--- src/rtl/bin_to_bcd_converter.sv ---
// bin_to_bcd_converter
// Sequential double-dabble converter: a 14-bit binary value becomes four BCD
// digits using one shift-and-adjust step per clock. The start/busy/done
// handshake gives 14 cycles of latency. Inputs above 9999 saturate to 9999
// and raise overflow.
//
// Ports
//   bcd_clk_signal  in   clock, rising edge
//   bcd_reset_n     in   asynchronous active-low reset
//   bin_value[13:0] in   value to convert, sampled when a convert is accepted
//   convert         in   start request, accepted only while busy=0
//   busy            out  conversion in progress
//   done            out  one-cycle pulse when the digit outputs update
//   bcd_thousands/bcd_hundreds/bcd_tens/bcd_ones [3:0] out  registered digits
//   overflow        out  captured value was >9999, so the digits show 9999
//   digit_blank[3:0] out leading-zero blank flags, [3]=thousands .. [0]=ones
//
// Configuration macro: BCD_LEADING_ZERO_BLANK_EN enables the registered
// leading-zero blank flags. When the macro is not defined, digit_blank is
// tied to zero.
module bin_to_bcd_converter (
  input  logic        bcd_clk_signal,
  input  logic        bcd_reset_n,
  input  logic [13:0] bin_value,
  input  logic        convert,
  output logic        busy,
  output logic        done,
  output logic [3:0]  bcd_thousands,
  output logic [3:0]  bcd_hundreds,
  output logic [3:0]  bcd_tens,
  output logic [3:0]  bcd_ones,
  output logic        overflow,
  output logic [3:0]  digit_blank
);

  localparam int unsigned BIN_W     = 14;
  localparam int unsigned DIG_W     = 4;
  localparam int unsigned NUM_DIG   = 4;
  localparam int unsigned BCD_W     = DIG_W * NUM_DIG;
  localparam int unsigned SR_W      = BCD_W + BIN_W;
  localparam int unsigned CNT_W     = 4;
  localparam int unsigned LAST_STEP = BIN_W - 1;
  localparam int unsigned MAX_DEC   = 9999;

  typedef enum logic [0:0] {S_IDLE, S_SHIFT} state_t;

  state_t             r_state, w_nxt_state;
  logic [SR_W-1:0]    r_shift, w_nxt_shift;
  logic [CNT_W-1:0]   r_cnt, w_nxt_cnt;
  logic               r_ovf_pend, w_nxt_ovf_pend;
  logic               r_busy, w_nxt_busy;
  logic               r_done, w_nxt_done;
  logic               r_ovf, w_nxt_ovf;
  logic [DIG_W-1:0]   r_th, r_hu, r_te, r_on;
  logic [DIG_W-1:0]   w_nxt_th, w_nxt_hu, w_nxt_te, w_nxt_on;
  logic [SR_W-1:0]    w_adj;
  logic [SR_W-1:0]    w_step;

  // Add-3 adjust on each BCD nibble >=5, then the one-bit left shift.
  always_comb begin
    w_adj = r_shift;
    for (int i = 0; i < int'(NUM_DIG); i++) begin
      if (r_shift[BIN_W + DIG_W*i +: DIG_W] >= 4'd5)
        w_adj[BIN_W + DIG_W*i +: DIG_W] = 4'(r_shift[BIN_W + DIG_W*i +: DIG_W] + 4'd3);
    end
    w_step = {w_adj[SR_W-2:0], 1'b0};
  end

  // Next-state and output logic.
  always_comb begin
    w_nxt_state    = r_state;
    w_nxt_shift    = r_shift;
    w_nxt_cnt      = r_cnt;
    w_nxt_ovf_pend = r_ovf_pend;
    w_nxt_busy     = r_busy;
    w_nxt_done     = 1'b0;
    w_nxt_ovf      = r_ovf;
    w_nxt_th       = r_th;
    w_nxt_hu       = r_hu;
    w_nxt_te       = r_te;
    w_nxt_on       = r_on;
    case (r_state)
      S_IDLE: begin
        if (convert) begin
          w_nxt_shift    = {BCD_W'(0), bin_value};
          w_nxt_ovf_pend = (bin_value > BIN_W'(MAX_DEC));
          w_nxt_cnt      = '0;
          w_nxt_busy     = 1'b1;
          w_nxt_state    = S_SHIFT;
        end
      end
      S_SHIFT: begin
        w_nxt_shift = w_step;
        w_nxt_cnt   = CNT_W'(r_cnt + CNT_W'(1));
        if (r_cnt == CNT_W'(LAST_STEP)) begin
          w_nxt_th    = r_ovf_pend ? 4'd9 : w_step[SR_W-1 -: DIG_W];
          w_nxt_hu    = r_ovf_pend ? 4'd9 : w_step[SR_W-1-DIG_W -: DIG_W];
          w_nxt_te    = r_ovf_pend ? 4'd9 : w_step[SR_W-1-2*DIG_W -: DIG_W];
          w_nxt_on    = r_ovf_pend ? 4'd9 : w_step[SR_W-1-3*DIG_W -: DIG_W];
          w_nxt_ovf   = r_ovf_pend;
          w_nxt_done  = 1'b1;
          w_nxt_busy  = 1'b0;
          w_nxt_state = S_IDLE;
        end
      end
      default: w_nxt_state = S_IDLE;
    endcase
  end

  // State and output registers.
  always_ff @(posedge bcd_clk_signal or negedge bcd_reset_n) begin
    if (!bcd_reset_n) begin
      r_state    <= S_IDLE;
      r_shift    <= '0;
      r_cnt      <= '0;
      r_ovf_pend <= 1'b0;
      r_busy     <= 1'b0;
      r_done     <= 1'b0;
      r_ovf      <= 1'b0;
      r_th       <= '0;
      r_hu       <= '0;
      r_te       <= '0;
      r_on       <= '0;
    end else begin
      r_state    <= w_nxt_state;
      r_shift    <= w_nxt_shift;
      r_cnt      <= w_nxt_cnt;
      r_ovf_pend <= w_nxt_ovf_pend;
      r_busy     <= w_nxt_busy;
      r_done     <= w_nxt_done;
      r_ovf      <= w_nxt_ovf;
      r_th       <= w_nxt_th;
      r_hu       <= w_nxt_hu;
      r_te       <= w_nxt_te;
      r_on       <= w_nxt_on;
    end
  end

`ifdef BCD_LEADING_ZERO_BLANK_EN
  logic [3:0] r_blank, w_nxt_blank;

  // A digit blanks when it and every higher digit are zero; ones never blanks.
  always_comb begin
    w_nxt_blank = r_blank;
    if (w_nxt_done) begin
      w_nxt_blank[3] = (w_nxt_th == 4'd0);
      w_nxt_blank[2] = (w_nxt_th == 4'd0) && (w_nxt_hu == 4'd0);
      w_nxt_blank[1] = (w_nxt_th == 4'd0) && (w_nxt_hu == 4'd0) && (w_nxt_te == 4'd0);
      w_nxt_blank[0] = 1'b0;
    end
  end

  always_ff @(posedge bcd_clk_signal or negedge bcd_reset_n) begin
    if (!bcd_reset_n) r_blank <= 4'b1110;
    else              r_blank <= w_nxt_blank;
  end

  assign digit_blank = r_blank;
`else
  assign digit_blank = 4'b0000;
`endif

  assign busy          = r_busy;
  assign done          = r_done;
  assign overflow      = r_ovf;
  assign bcd_thousands = r_th;
  assign bcd_hundreds  = r_hu;
  assign bcd_tens      = r_te;
  assign bcd_ones      = r_on;

endmodule
--- config.mk ---
export PLATFORM = sky130hd
export DESIGN_NAME = bin_to_bcd_converter
export DESIGN_NICKNAME = d
export VERILOG_FILES = /design/src/rtl/bin_to_bcd_converter.sv
export SDC_FILE = /design/constraint.sdc
export NUM_CORES = 1
export LEC_CHECK = 0
export CELL_PAD_IN_SITES_DETAIL_PLACEMENT = 0
export CELL_PAD_IN_SITES_GLOBAL_PLACEMENT = 1
export CORE_AREA = 2 2 102 104
export CTS_BUF_LIST = sky130_fd_sc_hd__clkbuf_16
export DETAILED_ROUTE_END_ITERATION = 10
export DIE_AREA = 0 0 104 106
export PLACE_DENSITY = 0.61
export SLEW_MARGIN = 15
export SYNTH_ARGS = -nofsm -noshare
export SYNTH_HDL_FRONTEND = slang
export SYNTH_SLANG_ARGS = --single-unit
--- constraint.sdc ---
create_clock -name bcd_clk_signal -period 1.55 [get_ports bcd_clk_signal]
set_input_delay 0.3875 -clock bcd_clk_signal [delete_from_list [all_inputs] [get_ports bcd_clk_signal]]
set_output_delay 0.3875 -clock bcd_clk_signal [all_outputs]
set_load 0.05 [all_outputs]
Fig. 1: run 1, wires at chosen ports, followed through buffers
Scale bar: 20 um.
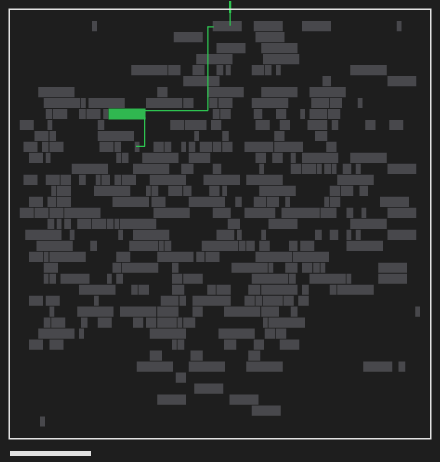
Green marks `busy`, bits 1, direction output, edge north, end cells 1, buffers 1, wire 50.5 um.
ports placed on the boundary: 40
buffers added on ports: 35

Fig. 2: run 1, M1 wires
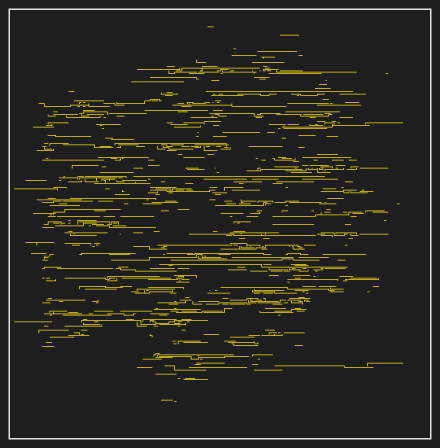
The longest straight run is 47.4 um. The layer carries 2860 um of wire. The layer holds 50% of the routed length. 270 nets have wire on it. The wires run mostly horizontal.

Fig. 3: run 1, sequential cells coloured by netlist name
Other sequential cells in the stronger grey, the rest of the logic in the fainter grey.
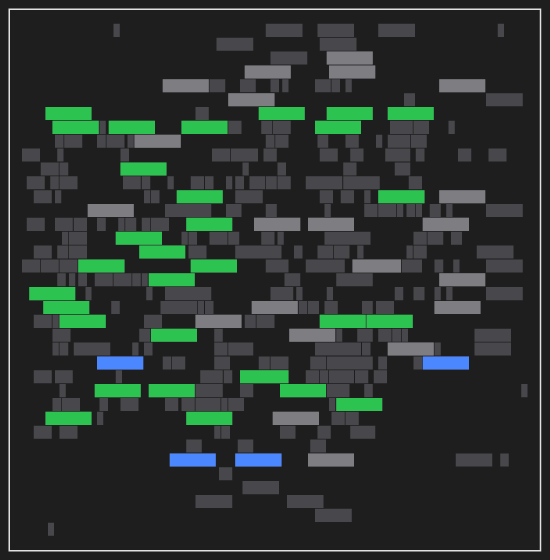
Green marks `r_shift`, flops 30. Blue marks `bcd_tens`, flops 4.
Another 21 sequential cells are not coloured.

## run 1: report_power, final
| part | switching (uW) | internal [uW] | total (uW) | leakage [uW] |
|---|---|---|---|---|
| Combinational | 2180 | 2170 | 4350 | 0.000912 |
| Clock | 479 | 585 | 1060 | 0.0000762 |
| Sequential | 653 | 2070 | 2730 | 0.000689 |
## run 1: cell usage in the layout, fill, tap and decap left out, types with 4 or more instances in the layout
cell / n
sky130_fd_sc_hd__buf_12: 23
sky130_fd_sc_hd__nor3_1: 4
sky130_fd_sc_hd__nand2b_1: 12
sky130_fd_sc_hd__nor3b_1: 10
sky130_fd_sc_hd__xnor2_1: 5
sky130_fd_sc_hd__conb_1: 4
sky130_fd_sc_hd__nand2_1: 20
sky130_fd_sc_hd__clkbuf_16: 5
sky130_fd_sc_hd__ha_1: 6
sky130_fd_sc_hd__inv_2: 4
sky130_fd_sc_hd__o21ai_0: 20
sky130_fd_sc_hd__mux2i_1: 22
sky130_fd_sc_hd__a21o_1: 8
sky130_fd_sc_hd__a21oi_1: 14
sky130_fd_sc_hd__a21oi_2: 4
sky130_fd_sc_hd__dfrtp_1: 53
sky130_fd_sc_hd__inv_1: 9
sky130_fd_sc_hd__buf_4: 11
sky130_fd_sc_hd__clkdlybuf4s50_1: 15
sky130_fd_sc_hd__a22o_1: 8
sky130_fd_sc_hd__nor2_1: 12
## run 1: layer usage
| layer | part of all wire [%] | GRT usage, % |
|---|---|---|
| met3 | 4.2 | 2.51 |
| met2 | 45 | 16.8 |
| met5 | 0 | 0 |
| met1 | 50 | 15.1 |
| met4 | 0.70 | 2.61 |
## run 1: repair_timing
action                                  4_1_cts  5_1_grt
hold buffers                                  0        0
gates resized                                 0       17
setup buffers                                 2        4
pin swaps                                     1        9
cloned                                        0        0
endpoints found under the setup margin        2       18
==> run notes, run 1 <==
Purpose: to document the outcome of synthesis and place and route.

Timing
The final-report setup violation count is 0. The smallest hold slack is 0.0911 ns. The highest clock frequency the design can meet is 661 MHz.

The worst-case setup margin in the final layout is 0.0364 ns. In the finished design, the share of the clock period the worst path needs comes to 97.7%. The final timing report derives a shortest allowable period of 1.51 ns.

The max-slew violation total from the final report is 0.

CTS
In this run the clock root is driven by a sky130_fd_sc_hd__clkbuf_16. On the worst setup and hold paths after CTS, the clock-pin slew comes to 0.07 ns. The total clock buffers created by CTS is 5. The clock tree from TritonCTS is built. TritonCTS reports the number of clock sinks as 55.

Per the CTS log, the maximum H-tree level is 2. The deepest clock path buffer count is 2.

Worst setup path
The highest cell delay on the worst timing path is 0.42 ns. The category of the most critical setup path is flip-flop to flip-flop. The signal arrival time at the worst endpoint is 1.74 ns.

The timing report attributes the biggest portion of critical-path delay to flip-flops. STA lists the endpoint of the worst register-to-register path as bcd_thousands[2]. The number of buffers and inverters on the critical path is 0. The timing report shows that the slowest cell on the worst path is sky130_fd_sc_hd__dfrtp_1. The number of cell instances on the worst register-to-register path is 5.

Global route
The via count of the first global-routing pass was 1925. The number of antenna violations at the first check in global routing is 0. The final global-route overflow total is 0.

Synthesis
The xor and xnor area share after synthesis is 1.93%. The most used flip-flop cell after synthesis is sky130_fd_sc_hd__dfrtp_1. Sequential elements use 50.6% of the synthesized area. The number of cells reported by Yosys stat comes to 254. The count of mapped cells out of synthesis is 254. The post-synth tally of flip-flops with integrated enable is 0.

The average footprint of a synthesized cell is 10.7 um^2. The tally of unique sky130hd cells used after synthesis is 31. Sorting the synthesized cells by area gives the leading types as sky130_fd_sc_hd__dfrtp_1 51%, sky130_fd_sc_hd__mux2i_1 9.2%, sky130_fd_sc_hd__ha_1 4.6%.

The biggest area consumer among synthesized cells is sky130_fd_sc_hd__dfrtp_1. Summing the areas of all compound-gate instances in the mapped netlist gives 14.4% of the synthesized area. By count the netlist is led by 55 x sky130_fd_sc_hd__dfrtp_1, 25 x sky130_fd_sc_hd__mux2i_1, 20 x sky130_fd_sc_hd__nand2_1, 20 x sky130_fd_sc_hd__o21ai_0.

The adder-cell share of the synthesized area is 4.60%.

Floorplan
The number of standard-cell rows in the floorplan is 37. The fraction of the core area occupied by cells at floorplan is 27.2%. The height of the die is 106 um. The die outline area is 0.0110 mm^2.

Cells and area
The final layout report lists a non-clock inverter count of 12. More flip-flops sit in one register than any other, and that register is r_shift. Per the final report, the share of cell area in clock cells is 3.75%.

In the layout the tool counted multi-input logic cells amounting to 172. The share of the core filled with cells is 36.7%. The number of flip-flops under the largest register name is 30. Measured on the final layout, buffering overhead outside the clock network stands at 19.0%.

Multi-input gates account for 33.7% of the area. The register area is 0.00138 mm^2. Per the layout report, the design carries 1016 filler cells.

For this run, the post-layout net count is 323. The area of the multi-input gates is 0.00124 mm^2.

Detailed routing
The first-pass detailed-route iteration total is 4. Wires add up to 5760 um. Using the TritonRoute via totals, the vias-per-cell ratio works out to 4.49. For this sky-water flow run, the detailed-routed wirelength per cell is reported as 13.3 um. The via count of the routed design is 1943.

The remaining antenna violation count after routing is 0.

Placement
The routability-driven placement congestion ratio is 0.703. The worst slack at placement is -0.0424 ns. Counting tap cells, the placed design contains a total of 419 instances.

Status
The flow ran to the end, and the final reports show no timing, DRC or antenna violations.

Power
The power report puts the leakage power at 0.00168 uW. The power density over the cells is 2220 mW/mm^2. The design draws 8140 uW.
==> run 2, diff against run 1 <==
CORE_AREA = 2 2 78 136   (was 2 2 102 104)
DIE_AREA = 0 0 80 138   (was 0 0 104 106)
Fig. 4: run 2, sequential cells coloured by netlist name
Other sequential cells in the stronger grey, the rest of the logic in the fainter grey.
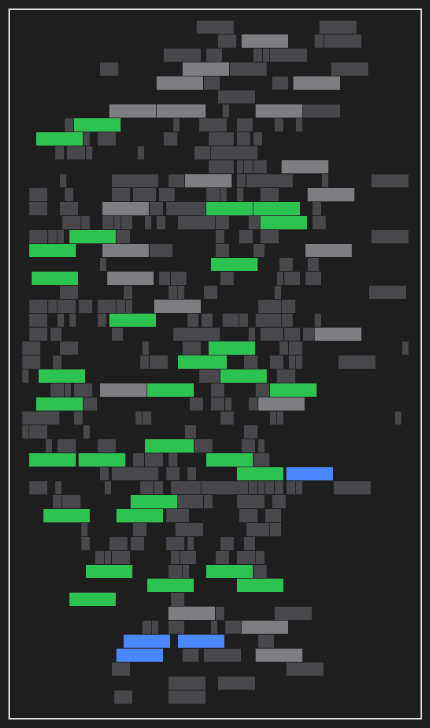
Green marks `r_shift`, flops 30. Blue marks `bcd_tens`, flops 4.
Another 21 sequential cells are not coloured.
share of the core filled with cells: 36.6%
flop share of the area: 37.5%
register area: 0.00138 mm^2
sequential power: 2710 uW

==> run 2 against run 1 <==
Compared with the run above:
- routed wire length is 5.4% higher
- synthesized cell count unchanged
- non-clock buffer count grew 4
- utilization fell by 0.089 points
- highest routed layer unchanged
- hold slack worse by 0.017 ns
- cell count decreased by 1.2%
- largest cell class unchanged
- sequential cell count is the same
- worst setup slack gained 0.014 ns
- clock power is essentially flat
==> run notes, run 2 <==
Purpose: to document the outcome of synthesis and place and route.

CTS
The clock tree from TritonCTS is built (unchanged). The cell chosen for the clock root was sky130_fd_sc_hd__clkbuf_16 (unchanged). The total clock buffers created by CTS was 5 (unchanged).

Power
The combinational cell fraction of total power is 53.9% (was 53.4%). The switching share of power came to 40.9% (was 40.6%). The fraction of power consumed by sequential logic was 32.9% (was 33.5%). The power density over the cells came to 2240 mW/mm^2 (was 2220 mW/mm^2).

Global route
The global-route met1 utilization came to 13.5% (was 15.1%). The number of antenna violations at the first check in global routing is 0 (unchanged). The final global-route overflow total is 0 (unchanged). The met2 usage is 21.1% (was 16.8%). The via count of the first global-routing pass is 2011 (was 1925).

Detailed routing
The average routed wire per standard cell is 14.2 um (was 13.3 um). The average vias per placed instance is 4.65 (was 4.49). The first-pass detailed-route iteration total is 4 (unchanged). The remaining antenna violation count after routing came to 0 (unchanged). The topmost layer with routed signal wires is met4 (unchanged). The routed length on met2 is 3330 um (was 2620 um).

Timing
The max-slew violation total from the final report is 0 (unchanged). The worst-case setup margin in the final layout was 0.0507 ns (was 0.0364 ns).

Status
Status: complete, no violations (unchanged).

Cells and area
The fill cell total of the finished layout is 1050 (was 1016). The largest register by flop count is r_shift (unchanged). The most common cell after layout, fill and taps aside is sky130_fd_sc_hd__dfrtp_1 (unchanged). The area of the multi-input gates came to 0.00124 mm^2 (about the same).

Synthesis
The biggest area consumer among synthesized cells is sky130_fd_sc_hd__dfrtp_1 (unchanged). The post-synth tally of flip-flops with integrated enable is 0 (unchanged). Post-synth top cells: 55 x sky130_fd_sc_hd__dfrtp_1, 25 x sky130_fd_sc_hd__mux2i_1, 20 x sky130_fd_sc_hd__nand2_1, 20 x sky130_fd_sc_hd__o21ai_0 (unchanged).

Placement
The number of cells after detailed placement was 414 (was 419). The routability-driven placement congestion ratio came to 0.736 (was 0.703). The worst slack at placement is -0.0886 ns (was -0.0424 ns).

Worst setup path
The cell family with the largest share of critical-path delay is flip-flops (unchanged). The number of cell instances on the worst register-to-register path was 5 (unchanged). The buffer-and-inverter tally for the worst setup path is 0 (unchanged). The signal arrival time at the worst endpoint is 1.73 ns (was 1.74 ns).

Floorplan
The fraction of the core area occupied by cells at floorplan is 27.0% (was 27.2%). The die outline area was 0.0110 mm^2 (about the same).
Fig. 5: run 2, M1 wires
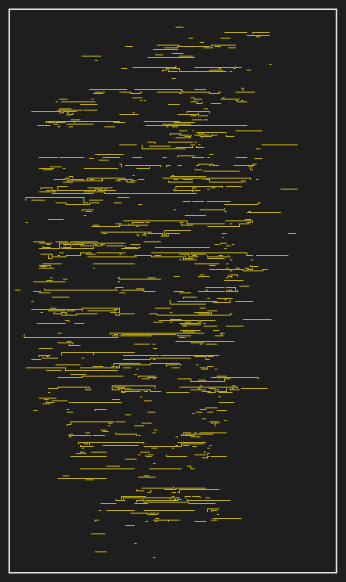
The longest straight run is 24.8 um. The layer carries 2400 um of wire. The layer holds 40% of the routed length. The wires run mostly horizontal.

run 2: cell type report:
cell class                 count  area share [%]
clock buffer                   5            3.40
inverter                      12            1.29
sequential                    55            37.5
tap                          127            4.32
timing repair buffer          54            19.4
multi-input combinational    172            33.7
clock inverter                 3           0.340
run 2: repair_timing:
action / in CTS / in global routing
resized: 5 / 12
buffers inserted: 2 / 4
pin swaps: 2 / 7
gates cloned: 0 / 0
setup endpoints to repair: 15 / 19
run 2: logic make-up after synthesis:
kind of cell	count (synthesis)	synth area share [%]
buf+inv	30	5.94
simple gates	66	13.2
mux	25	9.20
flops	55	50.6
fa+ha+maj	10	4.60
other cells	1	0.138
compound gates	61	14.4
xor+xnor	6	1.93
run 2: worst reg2reg max path, delay by kind of cell (launching register included):
family	cells	cell delay, ns
AOI/OAI and AO/OA	2	0.37
adders and majority gates	1	0.19
DFF	1	0.44
and+or+nand+nor	1	0.13
muxes	1	0.30
run 2: power groups by stage:
stage	logic, uW	clock network (uW)	registers [uW]
after global routing	4820	1200	2810
after CTS	4360	1130	2700
final	4440	1090	2710
after detailed placement	4270	0	2730
after global placement	4220	0	2720
after floorplan	1980	0	3240
run 2: final timing paths:
| check | startpoint | to | slack [ns] |
|---|---|---|---|
| min in group bcd_clk_signal | r_shift[9] | r_shift[10] | 0.49 |
| max in group asynchronous | bcd_reset_n | r_shift[18] | 1.19 |
| worst max-delay path | r_shift[22] | bcd_hundreds[2] | 0.05 |
| worst min register to register | r_shift[9] | r_shift[10] | 0.49 |
| worst max register to register | r_shift[22] | bcd_hundreds[2] | 0.05 |
| worst min-delay path | bcd_reset_n | bcd_hundreds[3] | 0.07 |
No activity file was given, so power comes from the tool's default toggle rates.
